==> run_1/closeup.png <==
The bar under the picture is 10 um long. Region (47, 11) to (87, 51) um. Cells in grey, sequential cells in the stronger grey; small squares are vias.
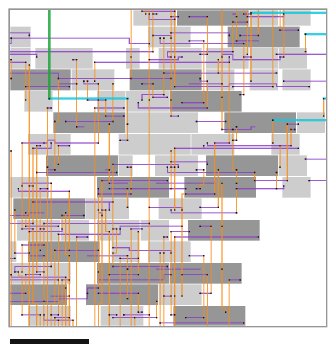
==> run_1/m3.png <==
The bar under the picture is 20 um long. Cells faint in the background.
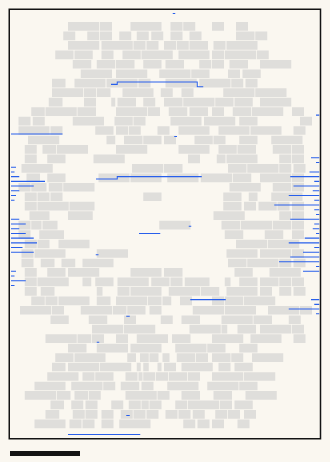
==> run_1/m1.png <==
The bar under the picture is 20 um long. Supply wires on this layer in grey.
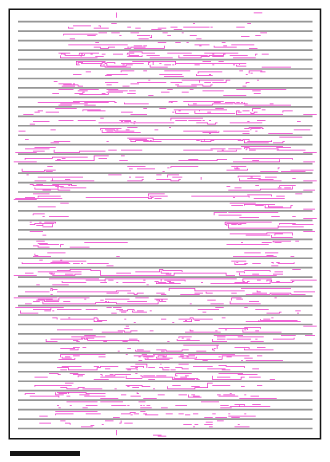
==> run_1/gates.png <==
The bar under the picture is 20 um long.
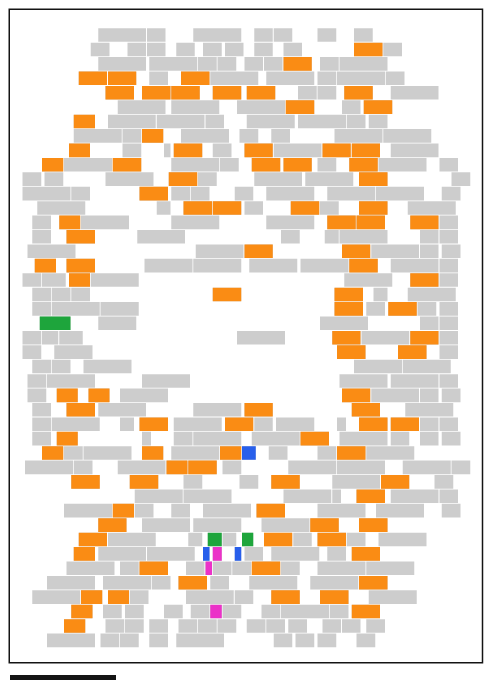
$ cat src/rtl/demux_reg3_if.sv
// Bus bundle for the registered 1-to-3 demultiplexer: the producer-side write/ack
// controls and the three holding registers with their valid and overwrite status.
interface demux_reg3_if #(
  parameter int DATA_WIDTH = 32
);
  logic [2:0]            selector;
  logic [DATA_WIDTH-1:0] data_in;
  logic                  write;
  logic [2:0]            ack;
  logic [DATA_WIDTH-1:0] data_0;
  logic [DATA_WIDTH-1:0] data_1;
  logic [DATA_WIDTH-1:0] data_2;
  logic [2:0]            valid;
  logic                  overwrite;

  modport master (
    output selector, data_in, write, ack,
    input  data_0, data_1, data_2, valid, overwrite
  );

  modport slave (
    input  selector, data_in, write, ack,
    output data_0, data_1, data_2, valid, overwrite
  );
endinterface

$ cat src/rtl/demux_reg3.sv
// Registered 1-to-3 demultiplexer: routes a datapath word into one of three holding
// registers, tracks per-slot valid flags cleared by ack, and flags unacked overwrites.
module demux_reg3 #(
  parameter int DATA_WIDTH = 32
) (
  input  logic         clk,
  input  logic         reset,
  demux_reg3_if.slave  bus
);

  logic [2:0]            dest_oh_s;
  logic [2:0]            wr_oh_s;
  logic [DATA_WIDTH-1:0] data_0_d, data_1_d, data_2_d;
  logic [DATA_WIDTH-1:0] data_0_q, data_1_q, data_2_q;
  logic [2:0]            valid_d, valid_q;
  logic                  overwrite_d, overwrite_q;

  // Selector decode; unused codes fall back to dest 0 like the 3-way selectors.
  always_comb begin
    dest_oh_s = 3'b001;
    case (bus.selector)
      3'b001:  dest_oh_s = 3'b010;
      3'b010:  dest_oh_s = 3'b100;
      default: dest_oh_s = 3'b001;
    endcase
  end

  // Next-state: a write to a slot beats a same-cycle ack on that slot.
  always_comb begin
    wr_oh_s     = bus.write ? dest_oh_s : 3'b000;
    valid_d     = (valid_q & ~bus.ack) | wr_oh_s;
    overwrite_d = overwrite_q | (|(wr_oh_s & valid_q & ~bus.ack));
    data_0_d    = data_0_q;
    data_1_d    = data_1_q;
    data_2_d    = data_2_q;
    if (wr_oh_s[0]) begin
      data_0_d = bus.data_in;
    end else begin
      data_0_d = data_0_q;
    end
    if (wr_oh_s[1]) begin
      data_1_d = bus.data_in;
    end else begin
      data_1_d = data_1_q;
    end
    if (wr_oh_s[2]) begin
      data_2_d = bus.data_in;
    end else begin
      data_2_d = data_2_q;
    end
  end

  // State registers.
  always_ff @(posedge clk or posedge reset) begin
    if (reset) begin
      data_0_q    <= {DATA_WIDTH{1'b0}};
      data_1_q    <= {DATA_WIDTH{1'b0}};
      data_2_q    <= {DATA_WIDTH{1'b0}};
      valid_q     <= 3'b000;
      overwrite_q <= 1'b0;
    end else begin
      data_0_q    <= data_0_d;
      data_1_q    <= data_1_d;
      data_2_q    <= data_2_d;
      valid_q     <= valid_d;
      overwrite_q <= overwrite_d;
    end
  end

  assign bus.data_0    = data_0_q;
  assign bus.data_1    = data_1_q;
  assign bus.data_2    = data_2_q;
  assign bus.valid     = valid_q;
  assign bus.overwrite = overwrite_q;

endmodule

$ cat src/flat_wrapper.sv
// flat-port wrapper written by rule: the top's interface ports become plain ports
module demux_reg3_flat 
#(
  parameter int DATA_WIDTH = 32
)
  (clk, reset, bus_selector, bus_data_in, bus_write, bus_ack, bus_data_0, bus_data_1, bus_data_2, bus_valid, bus_overwrite);
  demux_reg3_if #(.DATA_WIDTH(DATA_WIDTH)) bus_i ();
  input  logic clk;
  input  logic reset;
  input wire logic [$bits(bus_i.selector)-1:0] bus_selector;
  input wire logic [$bits(bus_i.data_in)-1:0] bus_data_in;
  input wire logic [$bits(bus_i.write)-1:0] bus_write;
  input wire logic [$bits(bus_i.ack)-1:0] bus_ack;
  output wire logic [$bits(bus_i.data_0)-1:0] bus_data_0;
  output wire logic [$bits(bus_i.data_1)-1:0] bus_data_1;
  output wire logic [$bits(bus_i.data_2)-1:0] bus_data_2;
  output wire logic [$bits(bus_i.valid)-1:0] bus_valid;
  output wire logic [$bits(bus_i.overwrite)-1:0] bus_overwrite;
  assign bus_i.selector = bus_selector;
  assign bus_i.data_in = bus_data_in;
  assign bus_i.write = bus_write;
  assign bus_i.ack = bus_ack;
  assign bus_data_0 = bus_i.data_0;
  assign bus_data_1 = bus_i.data_1;
  assign bus_data_2 = bus_i.data_2;
  assign bus_valid = bus_i.valid;
  assign bus_overwrite = bus_i.overwrite;
  demux_reg3 #(.DATA_WIDTH(DATA_WIDTH)) u_core (.clk(clk), .reset(reset), .bus(bus_i));
endmodule
$ cat config.mk
export PLATFORM = sky130hd
export DESIGN_NAME = demux_reg3_flat
export DESIGN_NICKNAME = d
export VERILOG_FILES = /design/src/rtl/demux_reg3_if.sv /design/src/rtl/demux_reg3.sv /design/src/flat_wrapper.sv
export SDC_FILE = /design/constraint.sdc
export NUM_CORES = 1
export LEC_CHECK = 0
export ABC_AREA = 0
export CAP_MARGIN = 0
export CORE_ASPECT_RATIO = 1.4
export CORE_MARGIN = 2
export CORE_UTILIZATION = 41
export DETAILED_ROUTE_END_ITERATION = 10
export GPL_ROUTABILITY_DRIVEN = 1
export PLACE_DENSITY = 0.76
export SLEW_MARGIN = 10
export SYNTH_ARGS = -nofsm -noshare
export SYNTH_HDL_FRONTEND = slang
export SYNTH_SLANG_ARGS = --single-unit
$ cat constraint.sdc
create_clock -name clk -period 2.64 [get_ports clk]
set_input_delay 0.264 -clock clk [delete_from_list [all_inputs] [get_ports clk]]
set_output_delay 0.264 -clock clk [all_outputs]
set_load 0.005 [all_outputs]
==> ds_physical_params.txt, run 1 <==
Physical implementation characteristics

Parameter                              Value

Routing
  Total iterations of the first detailed-routing run    4
  Wire per inst    approximately 18 um

Cells and area
  Sequential cell area    between 2000 and 3000 um^2
  Number of standard cells in the final layout excluding fillers    506
  Post-route cell area    around 6000 um^2

Yosys
  Number of cells produced by synthesis    between 200 and 250
  Commonest cells in the netlist    sky130_fd_sc_hd__dfrtp_1, sky130_fd_sc_hd__mux2_4, sky130_fd_sc_hd__mux2_2, sky130_fd_sc_hd__mux2_1, sky130_fd_sc_hd__buf_12
  Area fraction in full adders, half adders and majority gates    0%
  Share of the synthesized netlist area taken by xor and xnor gates    less than 1%
  Area leader, netlist    sky130_fd_sc_hd__dfrtp_1
  Avg Synthesized Cell Area    18.8 um^2
  Largest cells by area after synthesis    sky130_fd_sc_hd__dfrtp_1, sky130_fd_sc_hd__mux2_4, sky130_fd_sc_hd__mux2_2

Pwr
  Sequential share of power    45.5%
  IR Drop Worst-Case VDD    roughly 0.29 mV
  Power Clock    1.16 mW

Placement
  Placed cells    491
  Final weighted congestion in routability-driven placement    about 0.74

Worst setup path
  Data required time at the worst endpoint    between 2 and 3 ns
  Critical register-to-register path endpoint    u_core.bus.data_0[31]
  Reg2reg path depth    1
  Critical Path Source    bus_selector[2]

Final timing
  Final Critical Period    between 1.5 and 2 ns
  Min Hold Slack    around 0.41 ns
  Setup WS post-layout    approximately 1.1 ns

Global routing
  GRT Overall Usage    around 17%
  Maximum number of pins on one net before global-route repair    around 40

Run
  Warning total across the stage logs    26

CTS
  Post-CTS repair timing setup buffer count    0
  Skew-Pair Late Insertion Delay    about 0.33 ns
  Post-CTS Hold Fix Bufs    0
  Clock Sink Count    100

Outcome
  Outcome    finished clean

Floorplan
  Die y size    123 um
  Core utilization before placement    about two fifths
About closeup.png:
legend:
  purple:
    layer: M1
  orange:
    layer: M2
  green:
    layer: M4
  cyan:
    layer: M3
most frequent: mux2_4 (19), dfrtp_1 (19), clkdlybuf4s50_1 (18)
cells with their middle in the window: 61
sequential cells in the window: 19
netlist names of flops here include: `u_core.bus.data_1` (7), `u_core.bus.data_2` (7), `u_core.bus.data_0` (5)

About m3.png:
nets with wire on the layer: 54
wire length on this layer: 290 um
main direction: horizontal
share of all routed wire: 3.2%

About m1.png:
main direction: horizontal
longest straight run: 37.7 um

About gates.png:
legend:
  orange:
    family: mux cells
    cells: 96
    most_used: mux2_4
    where: all over the die
  magenta:
    family: nand cells
    cells: 3
  blue:
    family: inv cells
    cells: 3
    most_used: inv_1
  green:
    family: aoi and oai cells
    cells: 3

## run 1: final cells by class
| class | instances | share of cell area (%) |
|---|---|---|
| flip-flops and latches | 100 | 42.4 |
| multi-input cells | 107 | 24.7 |
| repair buffers | 146 | 25.4 |
| clock inverters | 5 | 0.509 |
| well taps | 135 | 2.86 |
| clock buffers | 10 | 3.88 |
| inverters | 3 | 0.254 |
## run 1: critical path: stages
cell,delay (ns)
sky130_fd_sc_hd__clkdlybuf4s50_1,0.48
sky130_fd_sc_hd__and4bb_2,0.37
sky130_fd_sc_hd__buf_12,0.27
sky130_fd_sc_hd__mux2_2,0.37
## run 1: state kept, by name, summed over array words and instances, names as in the netlist
register              flops
u_core.bus.data_2        32
u_core.bus.valid          3
u_core.bus.data_1        32
u_core.bus.data_0        32
u_core.bus.overwrite      1
## Run 2: what changed since run 1
--- a/config.mk
+++ b/config.mk
@@ -9,10 +9,10 @@
 export CAP_MARGIN = 0
 export CORE_ASPECT_RATIO = 1.4
 export CORE_MARGIN = 2
-export CORE_UTILIZATION = 41
+export CORE_UTILIZATION = 45
 export DETAILED_ROUTE_END_ITERATION = 10
 export GPL_ROUTABILITY_DRIVEN = 1
-export PLACE_DENSITY = 0.76
+export PLACE_DENSITY = 0.79
 export SLEW_MARGIN = 10
 export SYNTH_ARGS = -nofsm -noshare
 export SYNTH_HDL_FRONTEND = slang
==> constraint.sdc (replaced) <==
create_clock -name clk -period 1.56 [get_ports clk]
set_input_delay 0.156 -clock clk [delete_from_list [all_inputs] [get_ports clk]]
set_output_delay 0.156 -clock clk [all_outputs]
set_load 0.005 [all_outputs]
==> run 2 against run 1 <==
Net effect:
- total power up 76%
- non-clock buffer count rose by 5
- largest cell class unchanged
- critical endpoint is now bus_valid[1]
- clock power rose by 91%
- largest power group unchanged
- register-to-register slack worse by 1.1 ns
==> ds_physical_params.txt, run 2 <==
Physical implementation characteristics

Parameter                              Value

Floorplan
  Die y size    118 um
  Core utilization before placement    between 40% and 50%

Pwr
  IR Drop Worst-Case VDD    ~0.85 mV
  Power Clock    roughly 2.2 mW
  Sequential share of power    about 44%

Cells and area
  Sequential cell area    between 2000 and 3000 um^2
  NonClk Buf Share    a little over a quarter
  Top cell class by occupied area    registers
  Flop count    about 100
  Clock tree cell share of total cell area    slightly above 5%
  Layout clock buffers    9
  Post-route cell area    around 6000 um^2
  Multi-input combinational cell count    107
  Non-clk invs    3

Yosys
  Area leader, netlist    sky130_fd_sc_hd__dfrtp_1
  Number of cells produced by synthesis    ~220

Final timing
  Setup WS post-layout    roughly 0.15 ns
  Min Hold Slack    approximately 0.25 ns

CTS
  Skew-Pair Late Insertion Delay    approximately 0.34 ns

Worst setup path
  Delay contributed by the slowest stage of the critical path    between 0.5 and 0.6 ns
  Cells along the critical path    clkdlybuf4s50_1
  Data required time at the worst endpoint    between 1 and 1.5 ns
  Critical Path Source    u_core.bus.valid[1]
  Worst path slowest cell    sky130_fd_sc_hd__clkdlybuf4s50_1

Global routing
  Maximum number of pins on one net before global-route repair    between 50 and 60

Outcome
  Outcome    finished clean
## run 2: cell count changes in the layout (fill, tap and decap cells not counted), sizes merged
cell	delta
buf	+5
clkinv	+2
bufinv	+1
clkbuf	-1
clkinvlp	-1
## run 2: logic make-up after synthesis
family,synth area share (%)
flops,60.3
mux,32.9
buf+inv,4.52
compound gates,1.09
simple gates,0.965
xor+xnor,0.211
## run 2: worst paths after layout
path | cells past startpoint | endpoint | slack [ns]
worst max-delay path | 1 | bus_valid[1] | 0.15
worst min-delay path | 3 | u_core.bus.data_1[20] | 0.25
worst max register to register | 1 | u_core.bus.data_0[4] | 0.74
worst min register to register | 1 | u_core.bus.data_0[6] | 0.50
max in group asynchronous | 3 | u_core.bus.data_0[14] | 1.06
min in group clk | 3 | u_core.bus.valid[2] | 0.43
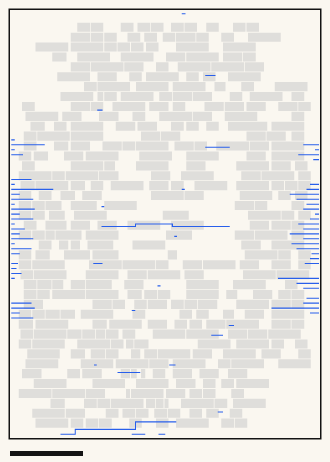
(run_2/m3.png)
The bar under the picture is 20 um long. Cells faint in the background.
nets with wire on the layer: 63
share of all routed wire: 3.5%

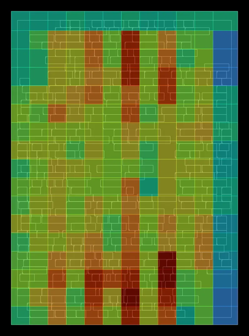
(run_2/congestion_map.png)
met1 Use GR: 24.2%
met3 track demand over resource: 2.31%
GR met2 Demand/Resource: 33.2%

Power and IR drop assume default switching activity.
